[config.mk]
export PLATFORM = sky130hd
export DESIGN_NAME = paralelo_serial_8_1
export DESIGN_NICKNAME = d
export VERILOG_FILES = /design/src/rtl/paralelo_serial_8_1_pkg.sv /design/src/rtl/paralelo_serial_8_1.sv
export SDC_FILE = /design/constraint.sdc
export NUM_CORES = 1
export LEC_CHECK = 0
export ABC_AREA = 1
export CORE_MARGIN = 3
export CORE_UTILIZATION = 47
export DETAILED_ROUTE_END_ITERATION = 7
export MAX_ROUTING_LAYER = met4
export PLACE_DENSITY = 0.75
export SKIP_LAST_GASP = 1
export SLEW_MARGIN = 20
export SYNTH_ARGS = -nofsm -noshare
export SYNTH_HDL_FRONTEND = slang
export SYNTH_SLANG_ARGS = --single-unit
[constraint.sdc]
create_clock -name clk_32f -period 1.45 [get_ports clk_32f]
set_input_delay 0.29 -clock clk_32f [delete_from_list [all_inputs] [get_ports clk_32f]]
set_output_delay 0.29 -clock clk_32f [all_outputs]
set_load 0.05 [all_outputs]
[src/rtl/paralelo_serial_8_1_pkg.sv]
// Shared constants and state encoding for the transmit parallel-to-serial stage.
package paralelo_serial_8_1_pkg;

  localparam int         WIDTH_DEF   = 8;
  localparam logic [7:0] COM_SYM     = 8'hBC;  // K28.5 payload
  localparam int         COM_MIN_DEF = 4;

  typedef enum logic {
    SYNC = 1'b0,
    DATA = 1'b1
  } state_t;

endpackage

[src/rtl/paralelo_serial_8_1.sv]
// Parallel-to-serial stage: one byte per WIDTH clocks, MSB first, COM fills idle slots.
// Latency: byte sampled at the load edge is on data_out for the next WIDTH clocks; no backpressure.
module paralelo_serial_8_1
  import paralelo_serial_8_1_pkg::*;
#(
  parameter int               WIDTH   = WIDTH_DEF,
  parameter logic [WIDTH-1:0] COM     = WIDTH'(COM_SYM),
  parameter int               COM_MIN = COM_MIN_DEF
) (
  input  logic             clk_32f,
  input  logic             reset,
  input  logic [WIDTH-1:0] data_in,
  input  logic             valid_in,
  output logic             data_out,
  output logic             load,
  output logic             synced,
  output logic             dropped
);

  localparam int              BW       = $clog2(WIDTH);
  localparam int              CW       = $clog2(COM_MIN + 1);
  localparam logic [BW-1:0]   LAST_BIT = BW'(WIDTH - 1);
  localparam logic [CW-1:0]   COM_LAST = CW'(COM_MIN - 1);

  state_t           state, state_nxt;
  logic [BW-1:0]    bit_cnt;
  logic [WIDTH-1:0] shift_reg, shift_nxt;
  logic [CW-1:0]    com_cnt, com_cnt_nxt;
  logic             dropped_nxt;

  assign load     = (bit_cnt == LAST_BIT);
  assign data_out = shift_reg[WIDTH-1];
  assign synced   = (state == DATA);

  always_comb begin
    state_nxt   = state;
    shift_nxt   = shift_reg << 1;
    com_cnt_nxt = com_cnt;
    dropped_nxt = 1'b0;
    if (load) begin
      case (state)
        SYNC: begin
          // preamble slots always carry COM; any offered byte is lost
          shift_nxt   = COM;
          com_cnt_nxt = com_cnt + CW'(1);
          dropped_nxt = valid_in;
          if (com_cnt == COM_LAST) state_nxt = DATA;
        end
        DATA: begin
          shift_nxt = valid_in ? data_in : COM;
        end
        default: state_nxt = SYNC;
      endcase
    end
  end

  always_ff @(posedge clk_32f or negedge reset) begin
    if (!reset) begin
      state     <= SYNC;
      bit_cnt   <= '0;
      shift_reg <= '0;
      com_cnt   <= '0;
      dropped   <= 1'b0;
    end else begin
      state     <= state_nxt;
      bit_cnt   <= bit_cnt + BW'(1);
      shift_reg <= shift_nxt;
      com_cnt   <= com_cnt_nxt;
      dropped   <= dropped_nxt;
    end
  end

endmodule

Metal 1:
Scale bar: 10 µm.
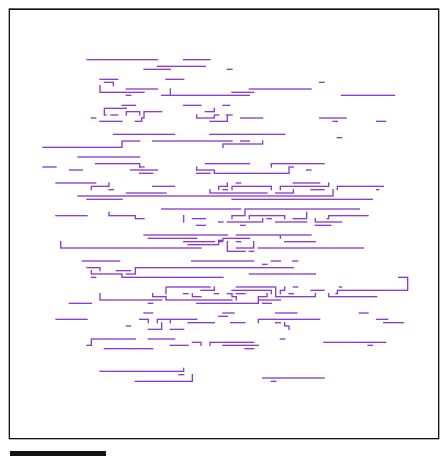
nets with wire on the layer: 96
longest straight run: 26.7 µm

M2 wires:
Scale bar: 10 µm.
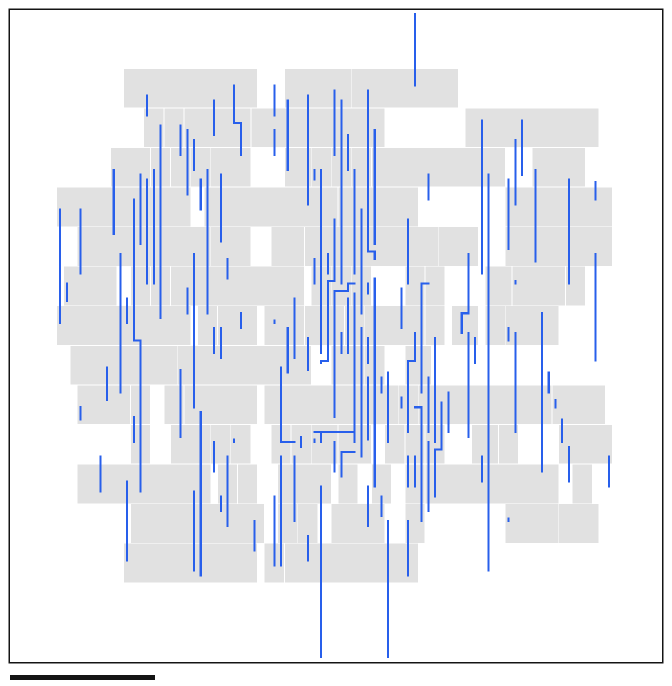
main direction: vertical
nets with wire on the layer: 90
longest straight run: 27.2 µm
wire length on this layer: 592 µm

[power breakdown]
part	total [µW]	switching (µW)	internal, µW
combinational	66.9	29.2	37.7
sequential	459	3.85	455
clock	289	136	153
[placed cells by master, fill, tap and decap left out]
cell type and instances:
nor2_1 2, nand2_4 1, inv_2 2, buf_4 6, buf_12 4, dfrtp_1 16
ha_2 1, ha_1 2, nand4_1 2, inv_4 1, o21ai_1 1, clkbuf_8 1
nand2_1 31, clkbuf_4 3, inv_1 8, nand3_1 5, ha_4 2, clkdlybuf4s50_1 10
[cells by family (layout without fill, tap and decap cells)]
kind of cell	after synthesis	after routing
flip-flops	16	16
buffers and inverters	14	35
AND-OR/OR-AND	1	1
adder cells (fa/ha/maj)	5	5
AND/OR/NAND/NOR	41	41
[worst reg2reg max path, delay by kind of cell (launching register included)]
kind / cells / cell delay [ns]
fa+ha+maj: 2 / 0.42
flops: 1 / 0.42
simple gates: 3 / 0.22
buf+inv: 2 / 0.17
[area by class of cell]
cell class | instances | area, µm² | area share
Multi-Input combinational cell | 47 | 267.8 | 0.2699
Sequential cell | 16 | 400.4 | 0.4035
Inverter | 11 | 43.79 | 0.04414
Timing Repair Buffer | 20 | 225.2 | 0.2270
Clock buffer | 4 | 36.28 | 0.03657
Tap cell | 15 | 18.77 | 0.01892
[cells in the mapped netlist]
| master | count | area [µm²] |
|---|---|---|
| nand2_1 | 31 | 116.4 |
| dfrtp_1 | 16 | 400.4 |
| inv_1 | 8 | 30.03 |
| ha_1 | 5 | 62.56 |
| nand3_1 | 5 | 25.02 |
| inv_2 | 2 | 7.510 |
| nand4_1 | 2 | 12.51 |
| nor2_1 | 2 | 7.510 |
| buf_2 | 1 | 5.000 |
| buf_4 | 1 | 7.510 |
| buf_6 | 1 | 11.26 |
| inv_4 | 1 | 6.260 |
| nand2_4 | 1 | 11.26 |
| o21ai_1 | 1 | 5.000 |
[path summary, 6_finish.rpt]
check                               end    startpoint  depth (start not counted)
setup / recovery                   load    bit_cnt[0]                          3
hold / removal                   synced         reset                          2
setup reg to reg             com_cnt[0]    bit_cnt[0]                          7
hold reg to reg            shift_reg[3]  shift_reg[2]                          2
max in group asynchronous  shift_reg[1]         reset                          2
min in group clk_32f       shift_reg[3]  shift_reg[2]                          2
[metal layers]
metal | wire length (µm) | up-vias | track usage
met2 | 591 | 18 | 0.2436
met3 | 111 | 4 | 0.04382
met1 | 608 | 257 | 0.2051
met4 | 21 | 0 | 0.07018
met5 | 0 | - | -
li1 | - | 274 | -
[metrics by stage]
step | cell area [µm²] | std cells | setup TNS [ns] | total power (µW) | setup WS [ns]
final | 992.2 | 113 | -0.02766 | 814.8 | -0.02766
after global routing | 992.2 | 113 | -0.06778 | 848.8 | -0.06778
after CTS | 972.2 | 112 | -0.02322 | 823.7 | -0.02322
after detailed placement | 898.4 | 105 | 0 | 536.0 | 0.1262
after global placement | 898.4 | 105 | 0 | 534.6 | 0.1262
after floorplan | 708.2 | 77 | 0 | 488.3 | 0.1899
[what timing repair did]
item / CTS / global route
setup endpoints to repair: 1 / 11
hold buffers: 0 / 0
resized: 3 / 2
pin swaps: 1 / 0
setup buffers: 3 / 1
==> flow_metrics.py <==
# Generated from Yosys and OpenROAD reports
metrics = {
    "worst_setup_path": {
        "start_kind": "flip-flop",
        "slowest_stage": "dfrtp_1",
        "cp-end-kind": "output pin",
        "critPathTopFamily": "flip-flops",
        "r2r_setup_slack_ns": 0.11,
    },
    "yosys": {
        "yosys_warnings": 0,
        "ys_cells": 77,
        "yosysChipArea_um2": 708.2,
        "xor_share": 0,
        "synthAdderAreaFrac": 0.08834,
        "fp_nets": 93,
        "logic_family": "simple AND/OR/NAND/NOR gates",
    },
    "cells_and_area": {
        "diodes": 0,
    },
    "timing": {
        "setup_viol": 1,
        "skew_ns": 0.001977,
        "rsz0062_at_grt": "yes",
        "final.setup.worst_slack_ns": -0.02766,
        "finalClockPeriodUsage": 1.019,
        "min_period_ns": 1.478,
    },
    "job": {
        "drv_cap": 0,
    },
    "pwr": {
        "power.static_leakage_uw": 0.0005433,
        "p_per_area_mw_per_mm2": 821.2,
    },
    "cts": {
        "htree_levels": 1,
        "numCtsBuffers": 3,
        "clk_pin_slew_ns": 0.09,
        "clockBufferDepth": 2,
    },
    "outcome": {
        "failed_checks": "setup timing",
        "status": "finished with violations",
    },
    "floorplanning": {
        "num_rows": 13,
        "die_w_um": 44.82,
        "io_pins": 15,
        "core_area_mm2": 0.001350,
    },
    "drt": {
        "postRouteWirelength_um": 1332,
        "viasPerCell": 4.894,
        "drtIter0Drc": 8,
    },
}
No activity file was given, so power comes from the tool's default toggle rates.
